<file path="config.mk">
export PLATFORM = sky130hd
export DESIGN_NAME = mem_arbiter
export DESIGN_NICKNAME = d
export VERILOG_FILES = /design/src/rtl/mem_arbiter.sv
export SDC_FILE = /design/constraint.sdc
export NUM_CORES = 1
export LEC_CHECK = 0
export CAP_MARGIN = 10
export CORE_MARGIN = 2
export CORE_UTILIZATION = 45
export DETAILED_ROUTE_END_ITERATION = 10
export MAX_ROUTING_LAYER = met4
export PLACE_DENSITY_LB_ADDON = 0.12
export REMOVE_ABC_BUFFERS = 1
export SYNTH_ARGS = -nofsm -noshare
export SYNTH_HDL_FRONTEND = slang
export SYNTH_SLANG_ARGS = --single-unit
</file>
<file path="constraint.sdc">
create_clock -name clk -period 2.4 [get_ports clk]
set_clock_uncertainty 0.2 [all_clocks]
set_input_delay 0.72 -clock clk [delete_from_list [all_inputs] [get_ports clk]]
set_output_delay 0.72 -clock clk [all_outputs]
set_load 0.02 [all_outputs]
</file>
<file path="src/rtl/mem_arbiter.sv">
// mem_arbiter: shares one single-port memory between the CPU port (C) and
// the debug/program-loader port (D). One access at a time, fixed latency,
// round-robin on contention, every output driven straight from a register.
module mem_arbiter #(
    parameter int AW      = 5,
    parameter int DW      = 8,
    parameter int MEM_LAT = 1   // memory read latency, 1..15
) (
    input  logic          clk,
    input  logic          rst_,
    input  logic          c_req,
    input  logic          c_we,
    input  logic [AW-1:0] c_addr,
    input  logic [DW-1:0] c_wdata,
    output logic          c_gnt,
    output logic          c_rvalid,
    output logic [DW-1:0] c_rdata,
    input  logic          d_req,
    input  logic          d_we,
    input  logic [AW-1:0] d_addr,
    input  logic [DW-1:0] d_wdata,
    output logic          d_gnt,
    output logic          d_rvalid,
    output logic [DW-1:0] d_rdata,
    output logic          mem_en,
    output logic          mem_we,
    output logic [AW-1:0] mem_addr,
    output logic [DW-1:0] mem_wdata,
    input  logic [DW-1:0] mem_rdata,
    output logic          busy
);

    typedef enum logic [1:0] {
        IDLE   = 2'd0,
        ACCESS = 2'd1,
        DONE   = 2'd2
    } state_e;

    // Counter reload value: ACCESS runs while the counter walks down to 0.
    localparam logic [3:0] LAT_M1 = 4'(MEM_LAT - 1);

    state_e        state_q, state_d;
    logic          owner_q, owner_d;     // 1 = D owns the current access
    logic          last_q, last_d;       // 1 = D won the previous arbitration
    logic [3:0]    cnt_q, cnt_d;
    logic          we_q, we_d;
    logic [AW-1:0] addr_q, addr_d;
    logic [DW-1:0] wdata_q, wdata_d;
    logic          c_gnt_q, c_gnt_d, d_gnt_q, d_gnt_d;
    logic          c_rvalid_q, c_rvalid_d, d_rvalid_q, d_rvalid_d;
    logic [DW-1:0] c_rdata_q, c_rdata_d, d_rdata_q, d_rdata_d;
    logic          mem_en_q, mem_en_d, mem_we_q, mem_we_d;
    logic          pick_d;

    // Next-state, arbitration and registered-output decode.
    always_comb begin
        // NOTE: every signal gets a default here so no path through the
        // case statement can leave one unassigned and infer a latch.
        state_d    = state_q;
        owner_d    = owner_q;
        last_d     = last_q;
        cnt_d      = cnt_q;
        we_d       = we_q;
        addr_d     = addr_q;
        wdata_d    = wdata_q;
        c_gnt_d    = 1'b0;
        d_gnt_d    = 1'b0;
        c_rvalid_d = 1'b0;
        d_rvalid_d = 1'b0;
        c_rdata_d  = c_rdata_q;
        d_rdata_d  = d_rdata_q;
        pick_d     = 1'b0;

        case (state_q)
            IDLE: begin
                if (c_req || d_req) begin
                    // On a tie the side that did not win last time goes first.
                    pick_d  = d_req && (!c_req || !last_q);
                    owner_d = pick_d;
                    last_d  = pick_d;
                    we_d    = pick_d ? d_we    : c_we;
                    addr_d  = pick_d ? d_addr  : c_addr;
                    wdata_d = pick_d ? d_wdata : c_wdata;
                    cnt_d   = LAT_M1;
                    c_gnt_d = !pick_d;
                    d_gnt_d = pick_d;
                    state_d = ACCESS;
                end
            end
            ACCESS: begin
                if (cnt_q == 4'd0) begin
                    // Last ACCESS cycle: memory data is valid now.
                    if (!we_q) begin
                        if (owner_q) d_rdata_d = mem_rdata;
                        else         c_rdata_d = mem_rdata;
                    end
                    c_rvalid_d = !owner_q;
                    d_rvalid_d = owner_q;
                    state_d    = DONE;
                end else begin
                    cnt_d = cnt_q - 4'd1;
                end
            end
            DONE:    state_d = IDLE;
            default: state_d = IDLE;
        endcase

        mem_en_d = (state_d == ACCESS);
        mem_we_d = mem_en_d && we_d;
    end

    // State and output registers with synchronous reset.
    always_ff @(posedge clk) begin
        // NOTE: sequential state uses non-blocking assignments so every
        // register samples the pre-edge value of every other register.
        if (!rst_) begin
            state_q    <= IDLE;
            owner_q    <= 1'b0;
            last_q     <= 1'b1;
            cnt_q      <= 4'd0;
            we_q       <= 1'b0;
            addr_q     <= '0;
            wdata_q    <= '0;
            c_gnt_q    <= 1'b0;
            d_gnt_q    <= 1'b0;
            c_rvalid_q <= 1'b0;
            d_rvalid_q <= 1'b0;
            c_rdata_q  <= '0;
            d_rdata_q  <= '0;
            mem_en_q   <= 1'b0;
            mem_we_q   <= 1'b0;
        end else begin
            state_q    <= state_d;
            owner_q    <= owner_d;
            last_q     <= last_d;
            cnt_q      <= cnt_d;
            we_q       <= we_d;
            addr_q     <= addr_d;
            wdata_q    <= wdata_d;
            c_gnt_q    <= c_gnt_d;
            d_gnt_q    <= d_gnt_d;
            c_rvalid_q <= c_rvalid_d;
            d_rvalid_q <= d_rvalid_d;
            c_rdata_q  <= c_rdata_d;
            d_rdata_q  <= d_rdata_d;
            mem_en_q   <= mem_en_d;
            mem_we_q   <= mem_we_d;
        end
    end

    assign c_gnt     = c_gnt_q;
    assign d_gnt     = d_gnt_q;
    assign c_rvalid  = c_rvalid_q;
    assign d_rvalid  = d_rvalid_q;
    assign c_rdata   = c_rdata_q;
    assign d_rdata   = d_rdata_q;
    assign mem_en    = mem_en_q;
    assign mem_we    = mem_we_q;
    assign mem_addr  = addr_q;
    assign mem_wdata = wdata_q;
    assign busy      = (state_q != IDLE);

endmodule

</file>
==> out/metrics.cfg <==
[outcome]
status = completed

[logic_synthesis]
mux_area_frac = 0.00547
ys.flop_type = dfxtp_1
top_area_frac = 0.482
ys_sh_aoi = 0.231
ys_seq_share = 0.482

[power]
vdd_drop_max_mv = 0.373

[timing]
layout_setup_ws_ns = 0.196
hold_viol = 0
finalCriticalPeriod_ns = 2.20
tightest_slew_ns = 0.785
maxSlewViolCount = 0

[worst_setup_path]
regToRegStartpoint = cnt_q[0]
worstSetupStartpoint = c_req
worstPathArrival_ns = 2.23
r2r_cells = 5

[cells_and_area]
final_cell_mix = 74 x clkdlybuf4s50_1, 43 x dfxtp_1, 20 x a21oi_1
area_growth_pct = 47.8
final_layout_size_suffix_gt1_frac = 0.0996
num_antenna_cells = 0

[clocking]
clock_latency_ns = 0.29
tritoncts = yes

[die]
die_h_um = 67.8
row_count = 23

[worst_hold_path]
hold_path_class = register to register
min_path_cells = 2

[grt]
use_met1 = 0.242
globalRouteOverflowTotal = 0
grtUsageTotal = 0.199

critical path: stages:
cell and delay [ns]:
clkdlybuf4s50_1 0.48, a21boi_1 0.67, and3_1 0.26, a221o_1 0.10
cell type report:
| class | count | area (um2) | area share |
|---|---|---|---|
| Sequential cell | 44 | 882 | 0.326 |
| Multi-Input combinational cell | 120 | 827 | 0.306 |
| Timing Repair Buffer | 83 | 813 | 0.301 |
| Clock buffer | 7 | 86.3 | 0.0319 |
| Tap cell | 50 | 62.6 | 0.0231 |
| Inverter | 6 | 25.0 | 0.00925 |
| Clock inverter | 1 | 7.51 | 0.00278 |
per-stage QoR:
step / cells / total power, mW
floorplan: 170 / 0.993
global placement: 303 / 1.19
detailed placement: 303 / 1.19
CTS: 311 / 1.66
global route: 311 / 1.71
finish: 311 / 1.64
Signal wires on met2:
The bar under the picture is 20 um long.
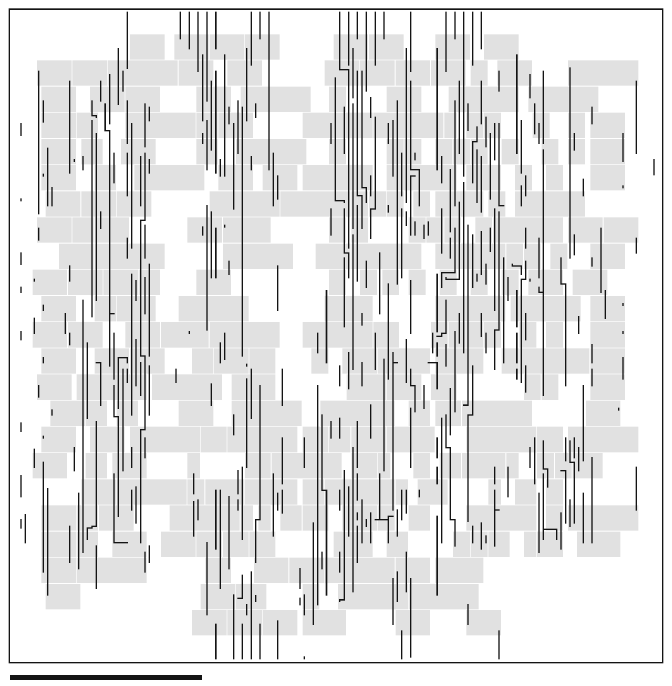
longest straight run: 26.2 um
main direction: vertical
nets with wire on the layer: 256
share of all routed wire: 46%
wire length on this layer: 1,900 um

Routing congestion map:
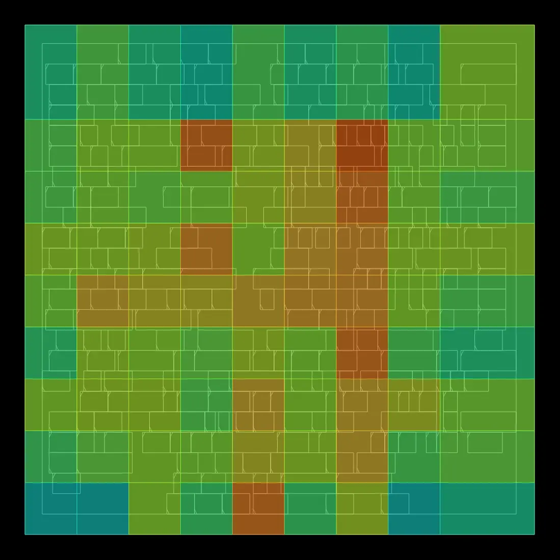
Top Usage Layer GRT: met2
GR Layer Usage met2: 0.315
wire per inst: 13.2 um

Sizing map:
The bar under the picture is 20 um long.
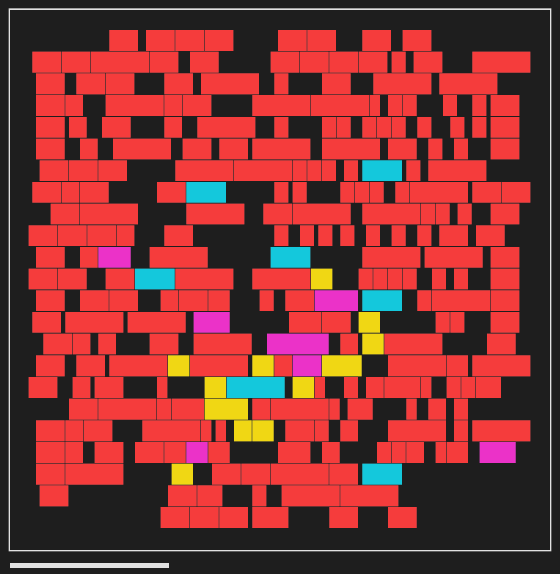
legend:
  magenta:
    size: _2 cells
    cells: 7
    share: 2.7%
  yellow:
    size: _3 and _4 cells
    cells: 12
    share: 4.6%
  red:
    size: _0 and _1 cells
    cells: 235
    share: 90%
  cyan:
    size: _6 and larger
    cells: 7
    share: 2.7%

Close-up of the layout:
The bar under the picture is 10 um long. Region (14, 0) to (54, 40) um. Cells in grey, sequential cells in the stronger grey; small squares are vias.
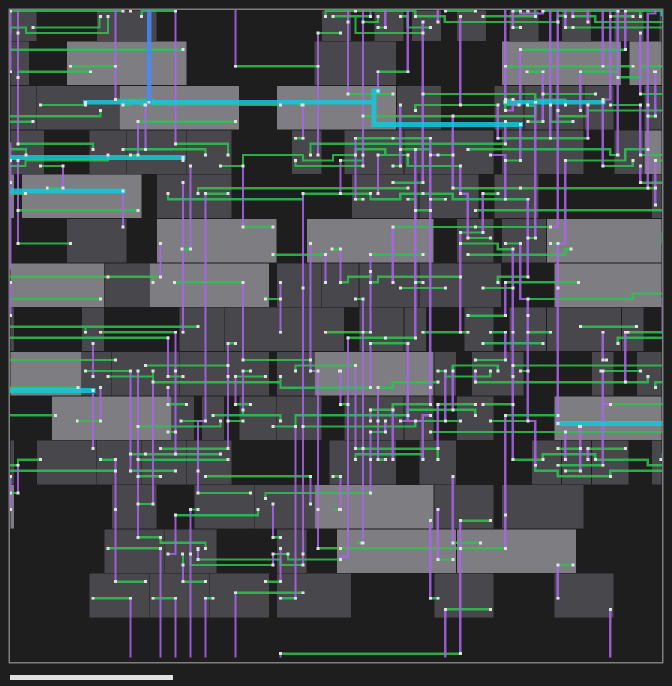
legend:
  cyan:
    layer: metal 3
  blue:
    layer: metal 4
  green:
    layer: metal 1
  purple:
    layer: metal 2
sequential cells in the window: 18
cells with their middle in the window: 103
netlist names of flops here include: `mem_wdata` (4), `cnt_q` (2), `d_rdata` (2)
most frequent: dfxtp_1 (17), clkdlybuf4s50_1 (11), buf_4 (8)

Power is estimated from default activity; no workload was simulated.
